**Selected gate families**

Drawn at 4 px/um.
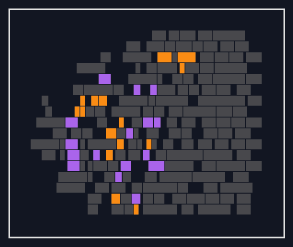
**Clock wiring as the flow saved it**

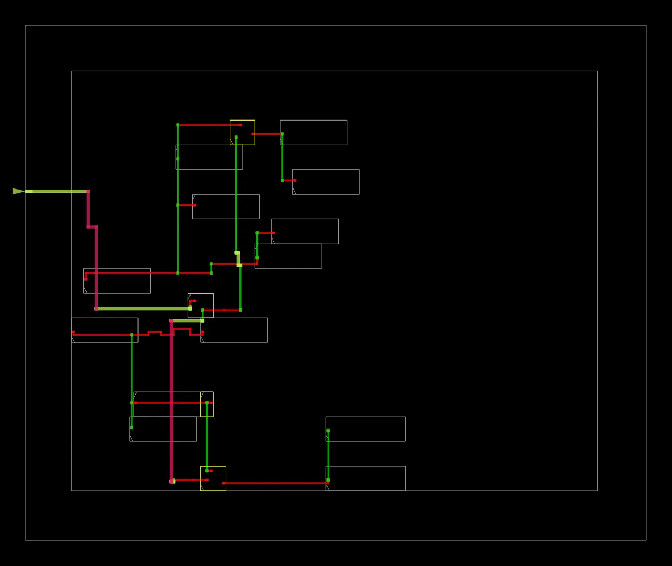
**Supply network**

Drawn at 6 px/um. Pins as bars on the die edge.
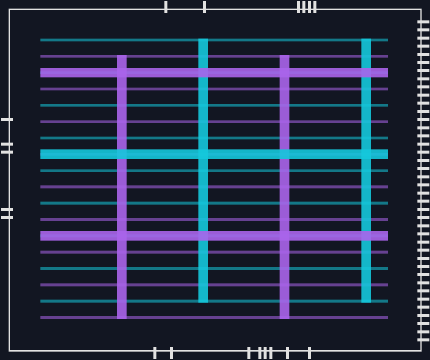
**Clock wires, drivers and flops**

Drawn at 4 px/um.
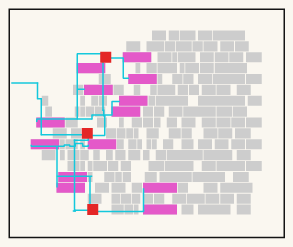
**Wiring by layer**

Drawn at 6 px/um.
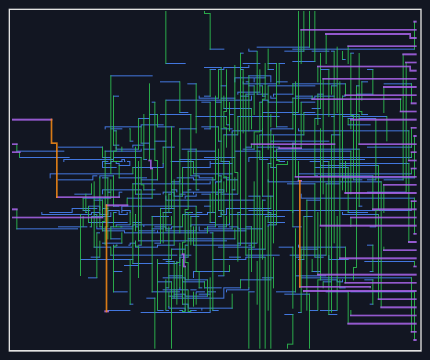
### config.mk
export PLATFORM = sky130hd
export DESIGN_NAME = mux4_rr_scheduler_flat
export DESIGN_NICKNAME = d
export VERILOG_FILES = /design/src/rtl/mux4_rr_scheduler_if.sv /design/src/rtl/mux4_rr_scheduler.sv /design/src/flat_wrapper.sv
export SDC_FILE = /design/constraint.sdc
export NUM_CORES = 1
export LEC_CHECK = 0
export CORE_ASPECT_RATIO = 0.8
export CORE_MARGIN = 5
export CORE_UTILIZATION = 32
export DETAILED_ROUTE_END_ITERATION = 8
export PLACE_DENSITY = 0.78
export SLEW_MARGIN = 20
export SYNTH_ARGS = -nofsm -noshare
export SYNTH_HDL_FRONTEND = slang
export SYNTH_SLANG_ARGS = --single-unit
### constraint.sdc
create_clock -name clk -period 1.72 [get_ports clk]
set_input_delay 0.258 -clock clk [delete_from_list [all_inputs] [get_ports clk]]
set_output_delay 0.258 -clock clk [all_outputs]
set_load 0.02 [all_outputs]
### src/rtl/mux4_rr_scheduler_if.sv
// Bus bundle between four sources, the round-robin scheduler and one downstream sink.
// The scheduler uses the slave modport. The environment that drives the sources and the sink uses the master modport.
interface mux4_rr_scheduler_if #(
    parameter int unsigned WIDTH = 8
);
    logic [3:0]       req;
    logic [WIDTH-1:0] D_0;
    logic [WIDTH-1:0] D_1;
    logic [WIDTH-1:0] D_2;
    logic [WIDTH-1:0] D_3;
    logic             out_ready;
    logic [WIDTH-1:0] D_out;
    logic             out_valid;
    logic [1:0]       select;
    logic [3:0]       grant;
    logic [3:0]       ack;
    logic             busy;

    modport slave (
        input  req, D_0, D_1, D_2, D_3, out_ready,
        output D_out, out_valid, select, grant, ack, busy
    );

    modport master (
        output req, D_0, D_1, D_2, D_3, out_ready,
        input  D_out, out_valid, select, grant, ack, busy
    );
endinterface

### src/rtl/mux4_rr_scheduler.sv
// Round-robin scheduler that shares a 4:1 data mux between four sources.
// Each grant is followed by a one-cycle dead gap, so the select line breaks before it makes.
module mux4_rr_scheduler #(
    parameter int unsigned WIDTH      = 8,
    parameter int unsigned SLOT_BEATS = 4
) (
    input  logic                 clk,
    input  logic                 rst,
    mux4_rr_scheduler_if.slave   bus
);
    localparam int unsigned CW = $clog2(SLOT_BEATS + 1);
    localparam logic [CW-1:0] LAST_BEAT = CW'(SLOT_BEATS - 1);

    typedef enum logic [1:0] {
        S_IDLE,
        S_GRANT,
        S_GAP
    } state_t;

    state_t        state_q,    state_d;
    logic [1:0]    select_q,   select_d;
    logic [3:0]    grant_q,    grant_d;
    logic [CW-1:0] beat_cnt_q, beat_cnt_d;
    logic [1:0]    last_q,     last_d;

    logic [1:0] winner;
    logic       found;
    logic       out_valid_c;
    logic       xfer;

    // The scan starts just after the previous owner, which makes that owner the lowest priority.
    always_comb begin
        winner = '0;
        found  = 1'b0;
        for (int unsigned k = 1; k <= 4; k++) begin
            logic [1:0] idx;
            idx = last_q + 2'(k);
            if (!found && bus.req[idx]) begin
                winner = idx;
                found  = 1'b1;
            end
        end
    end

    // Reset suppresses the handshake in the same cycle, so an in-flight word is neither acked nor counted.
    always_comb begin
        out_valid_c = (state_q == S_GRANT) && bus.req[select_q] && !rst;
        xfer        = out_valid_c && bus.out_ready;
    end

    always_comb begin
        state_d    = state_q;
        select_d   = select_q;
        grant_d    = grant_q;
        beat_cnt_d = beat_cnt_q;
        last_d     = last_q;
        unique case (state_q)
            S_GRANT: begin
                if (!bus.req[select_q]) begin
                    state_d = S_GAP;
                    grant_d = '0;
                end else if (xfer) begin
                    beat_cnt_d = beat_cnt_q + 1'b1;
                    if (beat_cnt_q == LAST_BEAT) begin
                        state_d = S_GAP;
                        grant_d = '0;
                    end
                end
            end
            default: begin
                if (found) begin
                    state_d    = S_GRANT;
                    select_d   = winner;
                    grant_d    = 4'b0001 << winner;
                    last_d     = winner;
                    beat_cnt_d = '0;
                end else begin
                    state_d = S_IDLE;
                end
            end
        endcase
    end

    always_ff @(posedge clk) begin
        if (rst) begin
            state_q    <= S_IDLE;
            select_q   <= '0;
            grant_q    <= '0;
            beat_cnt_q <= '0;
            last_q     <= 2'd3;
        end else begin
            state_q    <= state_d;
            select_q   <= select_d;
            grant_q    <= grant_d;
            beat_cnt_q <= beat_cnt_d;
            last_q     <= last_d;
        end
    end

    always_comb begin
        unique case (select_q)
            2'd0:    bus.D_out = bus.D_0;
            2'd1:    bus.D_out = bus.D_1;
            2'd2:    bus.D_out = bus.D_2;
            default: bus.D_out = bus.D_3;
        endcase
        bus.out_valid = out_valid_c;
        bus.select    = select_q;
        bus.grant     = grant_q;
        bus.ack       = xfer ? (4'b0001 << select_q) : '0;
        bus.busy      = (state_q != S_IDLE) && !rst;
    end
endmodule
### src/flat_wrapper.sv
// flat-port wrapper written by rule: the top's interface ports become plain ports
module mux4_rr_scheduler_flat 
#(
    parameter int unsigned WIDTH      = 8,
    parameter int unsigned SLOT_BEATS = 4
)
  (clk, rst, bus_req, bus_D_0, bus_D_1, bus_D_2, bus_D_3, bus_out_ready, bus_D_out, bus_out_valid, bus_select, bus_grant, bus_ack, bus_busy);
  mux4_rr_scheduler_if #(.WIDTH(WIDTH)) bus_i ();
  input  logic clk;
  input  logic rst;
  input wire logic [$bits(bus_i.req)-1:0] bus_req;
  input wire logic [$bits(bus_i.D_0)-1:0] bus_D_0;
  input wire logic [$bits(bus_i.D_1)-1:0] bus_D_1;
  input wire logic [$bits(bus_i.D_2)-1:0] bus_D_2;
  input wire logic [$bits(bus_i.D_3)-1:0] bus_D_3;
  input wire logic [$bits(bus_i.out_ready)-1:0] bus_out_ready;
  output wire logic [$bits(bus_i.D_out)-1:0] bus_D_out;
  output wire logic [$bits(bus_i.out_valid)-1:0] bus_out_valid;
  output wire logic [$bits(bus_i.select)-1:0] bus_select;
  output wire logic [$bits(bus_i.grant)-1:0] bus_grant;
  output wire logic [$bits(bus_i.ack)-1:0] bus_ack;
  output wire logic [$bits(bus_i.busy)-1:0] bus_busy;
  assign bus_i.req = bus_req;
  assign bus_i.D_0 = bus_D_0;
  assign bus_i.D_1 = bus_D_1;
  assign bus_i.D_2 = bus_D_2;
  assign bus_i.D_3 = bus_D_3;
  assign bus_i.out_ready = bus_out_ready;
  assign bus_D_out = bus_i.D_out;
  assign bus_out_valid = bus_i.out_valid;
  assign bus_select = bus_i.select;
  assign bus_grant = bus_i.grant;
  assign bus_ack = bus_i.ack;
  assign bus_busy = bus_i.busy;
  mux4_rr_scheduler #(.WIDTH(WIDTH), .SLOT_BEATS(SLOT_BEATS)) u_core (.clk(clk), .rst(rst), .bus(bus_i));
endmodule
==> CHANGELOG.md <==
## Implementation

* Outcome: finished, violations left
* Failing checks: negative setup slack
* Vias in the first global route at 1128
* Total negative slack at -1.22 ns
* Comb power frac at 0.543
* Critical Path Start: bus_req[0]
* Final Util at 0.670
* Post CTS Setup Buffer Count at 6
* Max Transition Viols Final at 0
* Hold Path Origin: u_core.bus.grant[0]
* Total chip power at 0.00121 W
* Port Buffer Count at 58
* RSZ-0062 raised after global routing: true
* Biggest consumer: combinational logic
* Yosys Warn Count at 0
* Worst path max stage delay at 0.51 ns
* Worst EP arrival at 1.67 ns
* I/O pin count at 59
* Via count at 1089
* Number of enable flip-flop cells at 0
* Post-Syn Area at 872 um2
* Setup WS post-layout at -0.206 ns
* Drt pass-1 iters at 4
* Core area at 2680 um2
* Register area at 268 um2
* CP endpoint kind: output pin
* OpenROAD warning count at 28
* First-pass GRT wire length at 5.16 mm
* Hold Path Cell Cnt at 2
* Max_cap viols at 0
* DR WL/cell at 17.9 um
* Largest register FFs at 4
* Reg2reg start: u_core.bus.select[1]
* Initial Utilization at 0.325
* Switching power at 0.000398 W
* Clock Path Buffers at 2
* Internal at 0.000810 W
* DRT iter0 DRCs at 20
* Met2 global-route usage at 0.346
* Slew margin rel. at 0.777
* Tapcells at 38
* Initial antenna violation count at 0
* Yosys stat area at 872 um2
* Placer congestion estimate at 0.795
* Startpoint Class: input port
* Floorplan Nets at 131
* P&R area growth vs syn at 106%
* Synth Instances at 90
* Top cells by area: dfxtp_1, mux4_2, o32ai_1
* Syn Area/Cell at 9.69 um2
* Sequential share of cell area at 0.149
* Crit path depth at 5
* Post-DP HPWL at 2.70 mm
* Yosys xor share at 0
* Basic Gates by Area at 0.220
* NonClk Buf Share at 0.471
* Comb area share at 0.328
* Met2 wire length at 1.93 mm
* Clock-cell share at 0.0146
* Die span in x at 68.4 um
* Worst vdd ir at 0.469 mV
* Yosys Instances at 90
* Registers at 13
* Seq group at 0.000357 W
* Crit path max-delay family: buffers and inverters
* Tot GR Track Use at 0.178
* #MultiIn Comb at 66
* Critical Setup Path Class: input port to output pin
* MI comb area at 589 um2
* WP data required at 1.46 ns
* Met1 WL at 1.38 mm
* Unique cell types at 30
* Measured slew at the worst slew-check pin at 0.331 ns
* Register area share after synthesis at 0.298
* Cell with the most instances after synthesis: dfxtp_1
* Finish-stage setup viols at 16
* Crit path buf inv count at 2
* Filler Cells Inserted at 211
* CTS tree: built
* Largest net degree at the start of global routing at 15
* Chip area at 3880 um2
* Met3 wire len at 385 um
* Fmax at 0.519 GHz
* Hold Vio Cnt, Final at 0
* Via/cell ratio at 5.19
* Flops out of synthesis at 13
* # clock sinks at 13
* Grt ovf at 0
* Antenna Cells at 0
About 'selected gate families':
orange -> nor cells  # cells 15, most used nor2_1
purple -> aoi and oai cells  # cells 16

About 'clock wiring as the flow saved it':
later-pin clock latency in the skew report: 0.28 ns
Clock Buffer Count: 4
Power Clock: 0.000196 W
Clock Skews: 0.00280 ns

About 'supply network':
cyan -> VDD
purple -> VSS
met4 straps = 4
met5 straps = 3
rows = 17
met1 rails = 18
signal pins = 59

About 'clock wires, drivers and flops':
cyan -> clock wires  # length 204 um
magenta -> flip-flops  # count 13
red -> clock-net drivers  # count 3
routed clock nets = 4

About 'wiring by layer':
blue -> M1  # wire length 1380 um
green -> M2  # wire length 1930 um
orange -> M4  # wire length 49.2 um
purple -> M3  # wire length 385 um

## stage by stage
| step | setup slack, ns | std cells | cell area [um2] |
|---|---|---|---|
| 6_report | -0.206 | 210 | 1800 |
| 5_1_grt | -0.272 | 210 | 1800 |
| 4_1_cts | -0.233 | 208 | 1700 |
| 3_5_place_dp | -0.690 | 197 | 1630 |
| 3_3_place_gp | -0.657 | 197 | 1630 |
| 2_1_floorplan | 0.00738 | 90 | 892 |
## how the worst max path moves through the flow
| stage | end |
|---|---|
| final | bus_ack[3] |
| after global routing | bus_ack[1] |
| after CTS | bus_ack[3] |
| after detailed placement | bus_ack[3] |
| after global placement | bus_ack[3] |
| after floorplan | u_core.beat_cnt_q[2] |
No activity file was given, so power comes from the tool's default toggle rates.
